Design lvds_rx_frame_align, sky130hd; sources not shown.
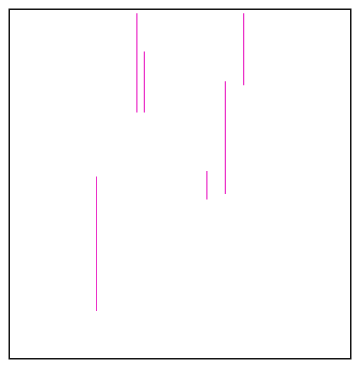
layer_met4.png
Drawn at 4 px/um.
nets with wire on the layer: 6
wire length on this layer: 125 um
longest straight run: 33.3 um
share of all routed wire: 1.9%
vias post-DR: 2540
Detailed Route WL: 6740 um

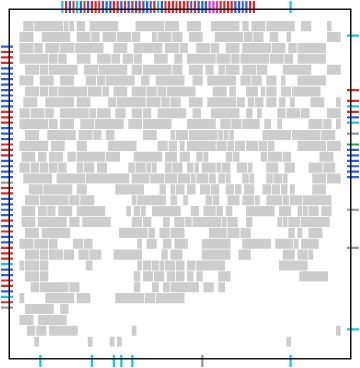
io_placement.png
Drawn at 4 px/um. Pins as bars across the die edge, other pins in gray.
[`rx_data`] blue | pins: 54 | direction: input | edge: 26 left, 21 top, 7 right
[`slip_count`] magenta | pins: 3 | direction: output | edge: top
[`sample_data`] red | pins: 48 | direction: output | edge: 26 top, 19 left, 3 right
[`align_fail`] green | pins: 1 | direction: output | edge: right
[`err_count`] cyan | pins: 16 | direction: output | edge: 6 bottom, 4 top, 4 right, 2 left
all pins by edge: 54 top, 49 left, 18 right, 7 bottom
port bufs: 111
die height: 87 um
die width: 85 um

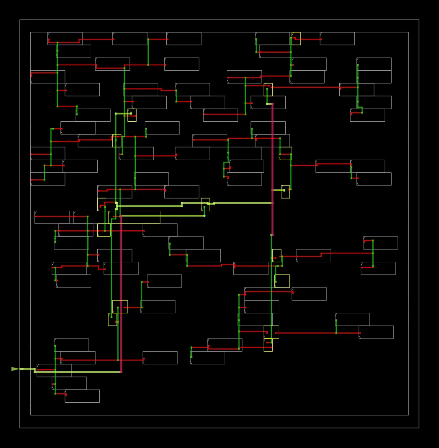
clocks.png
clock sink count: 77
clk_lat worst skew: 480 ps
registers: 77

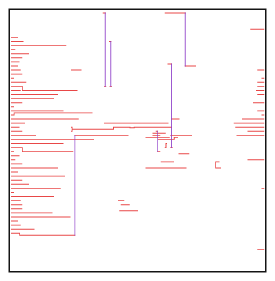
wires.png
Drawn at 3 px/um. Two of the layers only.
[metal 3] red | wire length: 654 um
[metal 4] purple | wire length: 125 um
Total GRT Usage: 18.2%
Routed WL per cell: 13.4 um

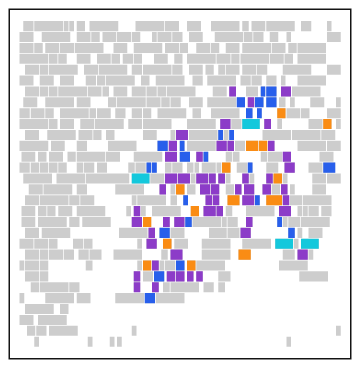
logic_types.png
Drawn at 4 px/um.
[and/or cells] orange | cells: 15
[fa/ha/maj cells] cyan | cells: 4
[aoi and oai cells] purple | cells: 53
[nand cells] blue | cells: 26
most numerous logic cell after layout: clkdlybuf4s50_1
Post-Layout Cell Count: 502
Comb area share: 31.6%

==> Changelog: implementation <==
### Metrics

* Main area contributors: dfxtp_1 (52%), nor2b_1 (10%), buf_4 (4.0%)
* CP arrival at 2020 ps
* DRC violations left at 0
* Finished Cell Area at 4110 um^2
* DIE AREA at 7400 um^2
* Placed cells at ~490
* YS warnings at 0
* Fill cell count at 528
* Status: finished, final reports clean
* Switching Fraction at 39.1%
* Clock-pin transition on the worst setup and hold timing paths at roughly 240 ps
* Met3 wire length at 654 um
* Setup TNS at 0 ps
* Antenna violations before repair at 0
* MaxCap Viol Count at 0
* Clk root buf: clkbuf_2
* Post-DP HPWL at 5160 um
* Layout area overhead at 38.1%
* Post-cts gate resize count at 0
* Hold Crit Depth at 2
* Post-route total power at between 2 and 2.5 mW
* RSZ-0062 raised after global routing: no
* Io pins at approximately 130
* Cell Chain, Critical Path: clkdlybuf4s50_1
* Fa+ha+maj area frac at 1.68%
* Grt peak-use layer: met2
* Ys cells at 310
* Largest net degree at the start of global routing at 51
* Distinct lib cells at 51
* Async SR Flop Fraction at 0%
* Met1 WL at ~2600 um
* Min Clock Period, post-route at 2750 ps
* # nets final at approximately 480
## area by class of cell
type                       instances  area [um^2]  share of cell area, %
sequential                        77         1540                   37.5
multi-input combinational        214         1300                   31.6
timing repair buffer             112         1040                   25.2
tap                               80          100                   2.44
clock inverter                     6         71.3                   1.74
clock buffer                      10         50.0                   1.22
inverter                           3         11.3                  0.274
## power groups by stage
stage / sequential [mW] / combinational, mW / clock, mW
after floorplan: 1.24 / 0.269 / 0
after global placement: 1.00 / 0.645 / 0
after detailed placement: 1.01 / 0.651 / 0
after CTS: 0.989 / 0.652 / 0.516
after global routing: 0.996 / 0.688 / 0.555
final: 0.989 / 0.654 / 0.500
## through the flow
step,worst slack (ps),hold slack [ps]
after global placement,914,430
after global routing,563,312
after CTS,589,305
final,645,371
after detailed placement,824,437
after floorplan,1200,408
No activity file was given, so power comes from the tool's default toggle rates.
